--- src/rtl/cfg_chain_loader.sv ---
// Configuration shift-chain loader: streams words LSB-first onto the tile chain, then pulses set.
// Optional chain readback of the previous bitstream is built when CFG_READBACK_EN is defined.
module cfg_chain_loader #(
    parameter int unsigned WORD_W    = 32,
    parameter int unsigned CHAIN_LEN = 1024,
    parameter int unsigned CNT_W     = $clog2(CHAIN_LEN + 1)
) (
    input  logic              clk,
    input  logic              rst,
    input  logic              start,
    input  logic              abort,
    input  logic [WORD_W-1:0] in_data,
    input  logic              in_valid,
    output logic              in_ready,
    output logic              cfg_cen,
    output logic              cfg_shift,
    output logic              cfg_set,
    input  logic              cfg_return,
    output logic              busy,
    output logic              done,
    output logic [WORD_W-1:0] rb_data,
    output logic              rb_valid
);

    localparam int unsigned IDX_W = $clog2(WORD_W + 1);

    typedef enum logic [1:0] {
        IDLE  = 2'd0,
        SHIFT = 2'd1,
        SET   = 2'd2,
        DONE  = 2'd3
    } state_t;

    state_t state_q, state_d;

    logic [WORD_W-1:0] word_q, word_d;
    logic [IDX_W-1:0]  bit_idx_q, bit_idx_d;
    logic [CNT_W-1:0]  bits_left_q, bits_left_d;
    logic [CNT_W-1:0]  unclaimed_q, unclaimed_d;
    logic [31:0]       take_c;
    logic              accept_c;
    logic              in_ready_d, cen_d, shift_d, set_d, busy_d, done_d;

    // State register
    always_ff @(posedge clk or negedge rst) begin
        if (!rst) begin
            state_q <= IDLE;
        end else begin
            state_q <= state_d;
        end
    end

    // Next-state logic; start beats abort in IDLE, abort only acts in SHIFT
    always_comb begin
        state_d = state_q;
        case (state_q)
            IDLE:    if (start) state_d = SHIFT;
            SHIFT: begin
                if (abort) begin
                    state_d = IDLE;
                end else if (bits_left_q == '0) begin
                    state_d = SET;
                end
            end
            SET:     state_d = DONE;
            DONE:    state_d = IDLE;
            default: state_d = IDLE;
        endcase
    end

    // Datapath and next-cycle output values
    always_comb begin
        word_d      = word_q;
        bit_idx_d   = bit_idx_q;
        bits_left_d = bits_left_q;
        unclaimed_d = unclaimed_q;
        cen_d       = 1'b0;
        shift_d     = cfg_shift;
        set_d       = 1'b0;
        done_d      = 1'b0;
        accept_c    = in_valid && in_ready;
        // The last word only supplies the bits the chain still needs
        take_c      = (32'(unclaimed_q) >= WORD_W) ? WORD_W : 32'(unclaimed_q);

        case (state_q)
            IDLE: begin
                if (start) begin
                    bits_left_d = CNT_W'(CHAIN_LEN);
                    unclaimed_d = CNT_W'(CHAIN_LEN);
                    word_d      = '0;
                    bit_idx_d   = '0;
                end
            end
            SHIFT: begin
                if (abort) begin
                    word_d      = '0;
                    bit_idx_d   = '0;
                    bits_left_d = '0;
                    unclaimed_d = '0;
                end else if (bits_left_q == '0) begin
                    cen_d   = 1'b1;
                    shift_d = 1'b0;
                    set_d   = 1'b1;
                end else begin
                    if (bit_idx_q != '0) begin
                        cen_d       = 1'b1;
                        shift_d     = word_q[0];
                        word_d      = word_q >> 1;
                        bit_idx_d   = bit_idx_q - IDX_W'(1);
                        bits_left_d = bits_left_q - CNT_W'(1);
                    end
                    if (accept_c) begin
                        word_d      = in_data;
                        bit_idx_d   = IDX_W'(take_c);
                        unclaimed_d = unclaimed_q - CNT_W'(take_c);
                    end
                end
            end
            SET: begin
                shift_d = 1'b0;
                done_d  = 1'b1;
            end
            default: begin
            end
        endcase

        busy_d     = (state_d != IDLE);
        // Ready when the register is empty or draining its last bit next cycle
        in_ready_d = (state_d == SHIFT) && (unclaimed_d != '0) && (bit_idx_d <= IDX_W'(1));
    end

    always_ff @(posedge clk or negedge rst) begin
        if (!rst) begin
            word_q      <= '0;
            bit_idx_q   <= '0;
            bits_left_q <= '0;
            unclaimed_q <= '0;
            in_ready    <= 1'b0;
            cfg_cen     <= 1'b0;
            cfg_shift   <= 1'b0;
            cfg_set     <= 1'b0;
            busy        <= 1'b0;
            done        <= 1'b0;
        end else begin
            word_q      <= word_d;
            bit_idx_q   <= bit_idx_d;
            bits_left_q <= bits_left_d;
            unclaimed_q <= unclaimed_d;
            in_ready    <= in_ready_d;
            cfg_cen     <= cen_d;
            cfg_shift   <= shift_d;
            cfg_set     <= set_d;
            busy        <= busy_d;
            done        <= done_d;
        end
    end

`ifdef CFG_READBACK_EN
    logic [WORD_W-1:0] rb_sh_q;
    logic [IDX_W-1:0]  rb_cnt_q;
    logic [WORD_W-1:0] rb_next_c;

    assign rb_next_c = {cfg_return, rb_sh_q[WORD_W-1:1]};

    // Capture the chain tail MSB-in while it moves; flush a partial group at SET
    always_ff @(posedge clk or negedge rst) begin
        if (!rst) begin
            rb_sh_q  <= '0;
            rb_cnt_q <= '0;
            rb_data  <= '0;
            rb_valid <= 1'b0;
        end else begin
            rb_valid <= 1'b0;
            if (state_q == IDLE) begin
                rb_cnt_q <= '0;
            end else if (state_q == SHIFT && cfg_cen) begin
                rb_sh_q <= rb_next_c;
                if (rb_cnt_q == IDX_W'(WORD_W - 1)) begin
                    rb_data  <= rb_next_c;
                    rb_valid <= 1'b1;
                    rb_cnt_q <= '0;
                end else begin
                    rb_cnt_q <= rb_cnt_q + IDX_W'(1);
                end
            end else if (state_q == SET && rb_cnt_q != '0) begin
                // Right-align so the group keeps the same bit order as a full word
                rb_data  <= rb_sh_q >> (IDX_W'(WORD_W) - rb_cnt_q);
                rb_valid <= 1'b1;
                rb_cnt_q <= '0;
            end
        end
    end
`else
    logic unused_return;

    assign unused_return = cfg_return;
    assign rb_data       = '0;
    assign rb_valid      = 1'b0;
`endif

endmodule

--- config.mk ---
export PLATFORM = sky130hd
export DESIGN_NAME = cfg_chain_loader
export DESIGN_NICKNAME = d
export VERILOG_FILES = /design/src/rtl/cfg_chain_loader.sv
export SDC_FILE = /design/constraint.sdc
export NUM_CORES = 1
export LEC_CHECK = 0
export ABC_AREA = 1
export CORE_UTILIZATION = 54
export CTS_BUF_LIST = sky130_fd_sc_hd__clkbuf_4
export DETAILED_ROUTE_END_ITERATION = 8
export PLACE_DENSITY = 0.82
export SYNTH_ARGS = -nofsm -noshare
export SYNTH_HDL_FRONTEND = slang
export SYNTH_SLANG_ARGS = --single-unit
--- constraint.sdc ---
create_clock -name clk -period 2.4 [get_ports clk]
set_input_delay 0.48 -clock clk [delete_from_list [all_inputs] [get_ports clk]]
set_output_delay 0.48 -clock clk [all_outputs]
set_load 0.02 [all_outputs]
==> design notes, run 1 <==
Setup repair after global routing left no endpoint under its margin. According to the dpl log, the detail-placed design has an HPWL of 6330 um. The number of max-capacitance violations reported is 0, and the final critical delay including setup and external delays is 2130 ps. The synthesis report lists the most area-consuming cells as dfrtp_1 (42%), nand2_1 (9.0%), inv_1 (7.1%).

Of the cells placed in the final design, the portion with a size suffix greater than 1 is 10.3%. Of the total power, combinational logic draws 51.6%. The number of primary I/O pins was 77. The internal power of the cells totals 2.46 mW.

Total design power: 4.61 mW. The delay contributed by the slowest stage of the critical path is 460 ps. The run finished with clean final reports. STA classifies the critical path startpoint as a flip-flop. In the synthesized netlist the async set-or-reset flop fraction comes to 100%.

The final timing report gives a worst setup slack of 268 ps. By startpoint and endpoint, the worst setup path is classified as reg2reg. For reference, the post-synthesis area per instance comes to 7.80 um2. The area share of the largest cell type after synthesis was 42.0%. The tree built by TritonCTS fans out to 68 sinks.

Relative to the synthesized area, the layout overhead comes to 15.0%. The number of nets still failing antenna checks after routing came out at 0. TritonCTS built the clock tree. The synthesized netlist cell count was 519. Per Yosys stat, the portion of area used by sequential elements is 42.0%.
## run 1: sequential cells by signal, indices dropped and copies added, names as in the netlist
register and flops:
bit_idx_q 6, bits_left_q 11, busy 1, cfg_cen 1
cfg_set 1, cfg_shift 1, done 1, in_ready 1
state_q 2, unclaimed_q 11, word_q 32
## run 1: per-layer routing
layer	track usage (%)	vias to the layer above	wire length, um
met3	5.50	19	586
met5	0	-	0
met4	7.18	0	155
met1	32.6	1628	3810
met2	42.0	126	4280
li1	-	1762	-
## run 1: power groups by stage
stage / registers [mW] / clock network, mW / logic, mW
after floorplan: 1.51 / 0 / 1.76
after global placement: 1.50 / 0 / 2.26
after detailed placement: 1.51 / 0 / 2.34
after CTS: 1.49 / 0.762 / 2.35
after global routing: 1.51 / 0.808 / 2.68
final: 1.49 / 0.744 / 2.38
## run 1: final timing paths
kind                                          startpoint                    endpoint  slack [ps]  depth (start not counted)
worst max-delay path            unclaimed_q[8]$_DFF_PN0_          in_ready$_DFF_PN0_         270                         15
max in group asynchronous                            rst      word_q[26]$_DFFE_PN0P_        2040                          2
worst min register to register  unclaimed_q[0]$_DFF_PN0_    unclaimed_q[0]$_DFF_PN0_         510                          2
worst min-delay path                                 rst  bits_left_q[7]$_DFFE_PN0P_          50                          2
worst max register to register  unclaimed_q[8]$_DFF_PN0_          in_ready$_DFF_PN0_         270                         15
min in group clk                unclaimed_q[0]$_DFF_PN0_    unclaimed_q[0]$_DFF_PN0_         510                          2
## run 1: cells in the final DEF, fill, tap and decap left out, drive strengths merged
master         instances
o211ai                 1
and2                   1
conb                  34
nor3b                  2
o21bai                 1
a31oi                  1
clkbuf                 9
inv                   83
a22oi                  1
or2                    1
dfrtp                 68
clkinv                 4
ha                     4
a21o                   2
o21ai                 55
nor2                  43
nand3                 35
nor3                   8
o22ai                  1
clkinvlp               2
nand2                100
clkdlybuf4s50         41
o31ai                  1
o2111ai               31
buf                   16
o21a                   1
bufinv                 1
nand4                 10
a21oi                 14
a21boi                 1
xor2                   1
o221ai                 1
## run 1: metrics by stage
step | cell area [um2] | utilization (%) | hold WS, ps
after floorplan | 4170 | - | 184
after global placement | 4510 | 62.1 | 484
after detailed placement | 4510 | 62.1 | 482
after CTS | 4640 | 64.0 | 71.5
after global routing | 4650 | 64.2 | 81.6
final | 4650 | 64.2 | 46.7
## run 1: kinds of logic (layout without fill, tap and decap cells)
group	Yosys count	after routing	share of synthesized area [%]
and+or+nand+nor	200	200	22.7
buffers and inverters	133	156	16.1
AOI/OAI and AO/OA	111	111	17.5
DFF	68	68	42.0
adders and majority gates	4	4	1.24
other	2	34	0.185
xor gates and xnor gates	1	1	0.216
## run 1: area by class of cell
| type | count | area (um2) | share of cell area [%] |
|---|---|---|---|
| Tap cell | 99 | 124 | 2.66 |
| Clock inverter | 7 | 67.6 | 1.45 |
| Clock buffer | 9 | 67.6 | 1.45 |
| Timing Repair Buffer | 57 | 553 | 11.9 |
| Inverter | 83 | 312 | 6.69 |
| Multi-Input combinational cell | 350 | 1830 | 39.3 |
| Sequential cell | 68 | 1700 | 36.6 |
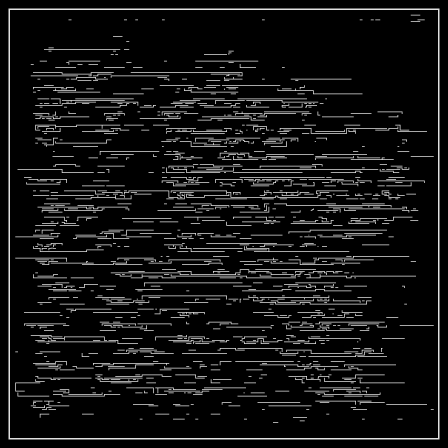
Figure 1: run 1, met1 routing.
The longest straight run is 28.1 um. The layer carries 3810 um of wire. The layer holds 43% of the routed length.

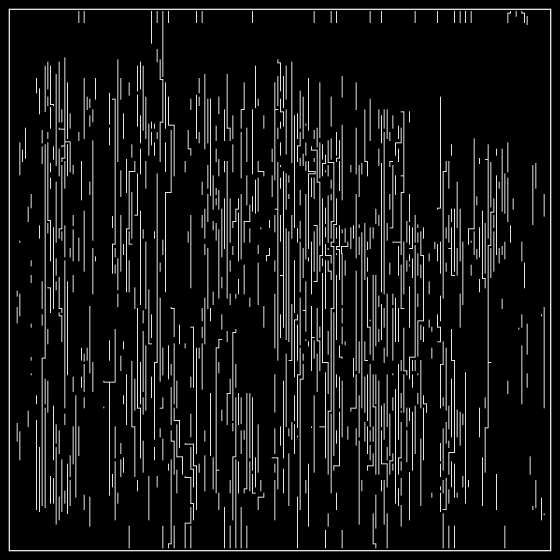
Figure 2: run 1, met2 routing.
The longest straight run is 35.0 um. The wires run mostly vertical.

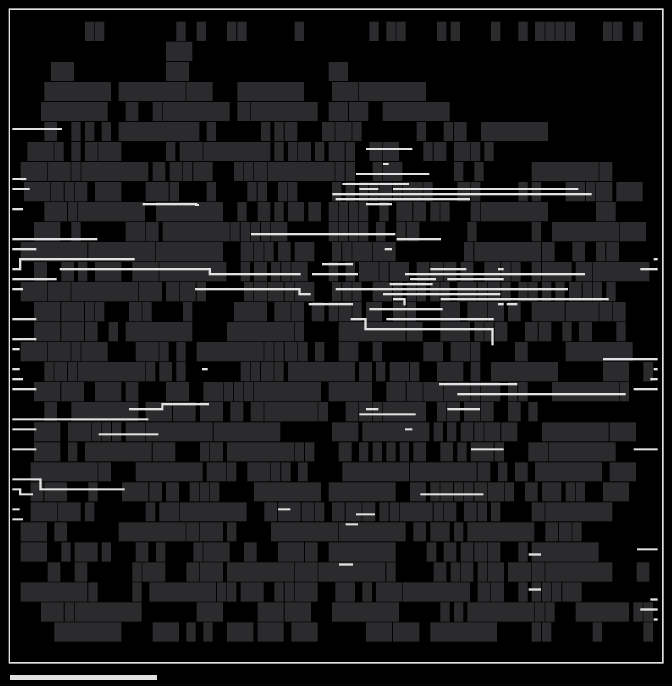
Figure 3: run 1, M3 wires.
Scale bar: 20 um. Cells faint in the background.
The layer carries 587 um of wire. The layer holds 6.7% of the routed length.
M3 GR Usage: 5.50%
via count: 3535
overall routed net length: 8820 um

## Run 2: what changed since run 1
Settings changed: CORE_UTILIZATION 54 to 40, PLACE_DENSITY 0.82 to unset.
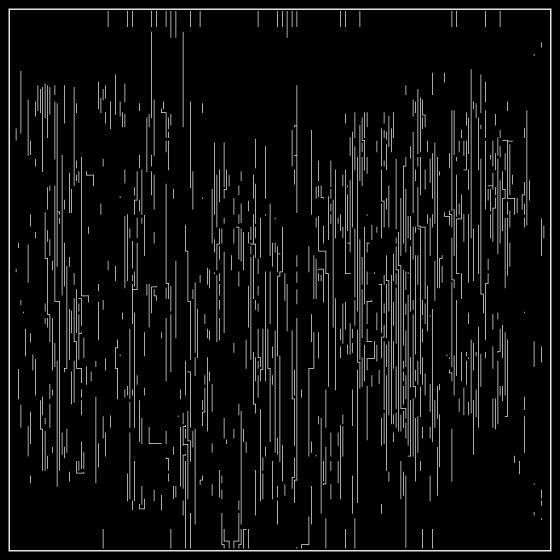
Figure 4: run 2, met2 routing.
The longest straight run is 32.1 um. The layer holds 48% of the routed length. The layer carries 4390 um of wire. The wires run mostly vertical.
overall routed net length: 9170 um
M2 GR Usage: 33.8%
via count: 3478

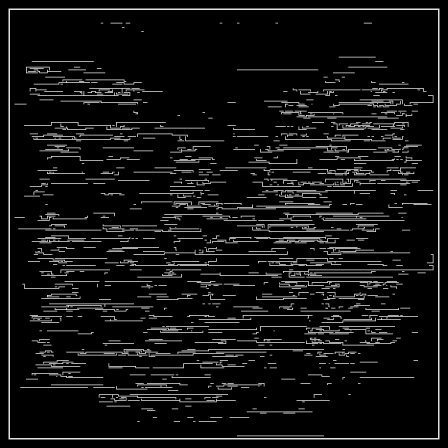
Figure 5: run 2, met1 routing.
The layer carries 4140 um of wire. The wires run mostly horizontal. 522 nets have wire on it.
met1 track demand over resource in global routing: 21.9%

==> run 2 against run 1 <==
- setup slack worse by 65 ps
- largest power group unchanged
- hold slack better by 14 ps
- area after synthesis stayed put
- count of clock-buffer cells in the layout stayed put
- wire length is 3.9% higher
- design area is 2.3% higher
- largest cell class unchanged
- non-clock buffer count is 3 higher
- critical path depth is 3 lower
==> design notes, run 2 <==
For reference, full adder, half adder and majority cells occupy 1.24% of the area reported after synthesis. The most frequent logic cell in the layout was nand2_1. The setup path with the least slack is of type reg2reg.

The layout-stage area growth over the synthesis result works out to 17.6%. For the total design power, the log shows 4.79 mW. For the placed standard-cell area, the log shows 4570 um2. The worst register-to-register path ends at word_q[25]$_DFFE_PN0P_. Share of the synthesized netlist area taken by xor and xnor gates: 0.216%. In the synthesized netlist, the dominant kind of combinational cell is simple AND/OR/NAND/NOR gates.

Synthesis handed over a netlist of 519 instances. For reference, simple AND, OR, NAND and NOR cells occupy 22.7% of the area reported after synthesis. With the number of max-capacitance violations reported at 0, the worst hold margin is 60.2 ps. The flow ran to the end, and the final reports show no timing, DRC or antenna violations.

STA classifies the critical path startpoint as a flip-flop. Clock tree synthesis found a total of 68 sinks. The setup check on the worst reg-to-reg path leaves a slack of 200 ps.

The tools report the number of primary I/O pins as 77. For reference, the mux area share after synthesis is 0%. The largest registers in the layout are word_q: 32 flops, bits_left_q: 11 flops, unclaimed_q: 11 flops. In the final layout, the share of cells above drive strength 1 is 10.2%. For the number of nets still failing antenna checks after routing, the log shows 0. TritonCTS built the clock tree. The library cells used most frequently in the layout, excluding fill and tap cells, are nand2_1 (96), inv_1 (77), dfrtp_1 (68), o21ai_0 (45), clkdlybuf4s50_1 (41).
[run 2: critical path: stages, from the launching register on]
cell and delay, ps:
dfrtp_1 380, inv_1 110, ha_1 220, nand3_1 140
nor2_2 160, nand2_2 150, inv_1 140, nand2_1 100
nor2_1 190, nor3_4 60, buf_12 180, o2111ai_1 100
o21ai_0 140
[run 2: per-stage QoR]
step           setup WS [ps]  cells
6_report                 203    710
5_1_grt                 14.0    710
4_1_cts                  206    710
3_5_place_dp             114    694
3_3_place_gp             111    694
2_1_floorplan            584    551
[run 2: per-layer routing]
metal	GRT usage (%)	vias to the layer above	part of all wire (%)
met2	33.8	73	48
met3	5.69	18	4.7
met1	21.9	1613	45
met5	0	-	0
li1	-	1774	-
met4	6.37	0	2.4
[run 2: cells by family after synthesis]
family / after synthesis
flip-flops: 68
XOR/XNOR: 1
AND-OR/OR-AND: 111
other: 2
buffers and inverters: 133
adder cells (fa/ha/maj): 4
AND/OR/NAND/NOR: 200
[run 2: repair_timing]
action / in CTS / in global routing
resized: 0 / 1
setup buffers: 0 / 0
hold endpoints to repair: 0 / 0
setup endpoints to repair: 0 / 1
[run 2: cell type report]
| type | count | area [um2] |
|---|---|---|
| fillers | 1031 | 5010 |
| clock buffers | 9 | 67.6 |
| clock inverters | 7 | 115 |
| repair buffers | 60 | 576 |
| inverters | 83 | 312 |
| flip-flops and latches | 68 | 1700 |
| well taps | 133 | 166 |
| multi-input cells | 350 | 1820 |
[run 2: worst max-delay path by stage]
stage | startpoint | endpoint | depth (start not counted)
2_1_floorplan | unclaimed_q[5]$_DFF_PN0_ | in_ready$_DFF_PN0_ | 15
3_3_place_gp | in_valid | in_ready$_DFF_PN0_ | 14
3_5_place_dp | abort | in_ready$_DFF_PN0_ | 10
4_1_cts | bits_left_q[0]$_DFFE_PN0P_ | word_q[25]$_DFFE_PN0P_ | 12
5_1_grt | bits_left_q[0]$_DFFE_PN0P_ | word_q[22]$_DFFE_PN0P_ | 12
6_report | bits_left_q[0]$_DFFE_PN0P_ | word_q[25]$_DFFE_PN0P_ | 12
[run 2: power by group]
part / total, mW / switching [mW] / internal [mW]
sequential: 1.48 / 0.131 / 1.35
clock: 0.956 / 0.432 / 0.524
combinational: 2.35 / 1.55 / 0.796
total: 4.79 / 2.12 / 2.67
Power figures rest on the tool's default switching activity, not on a simulated workload.
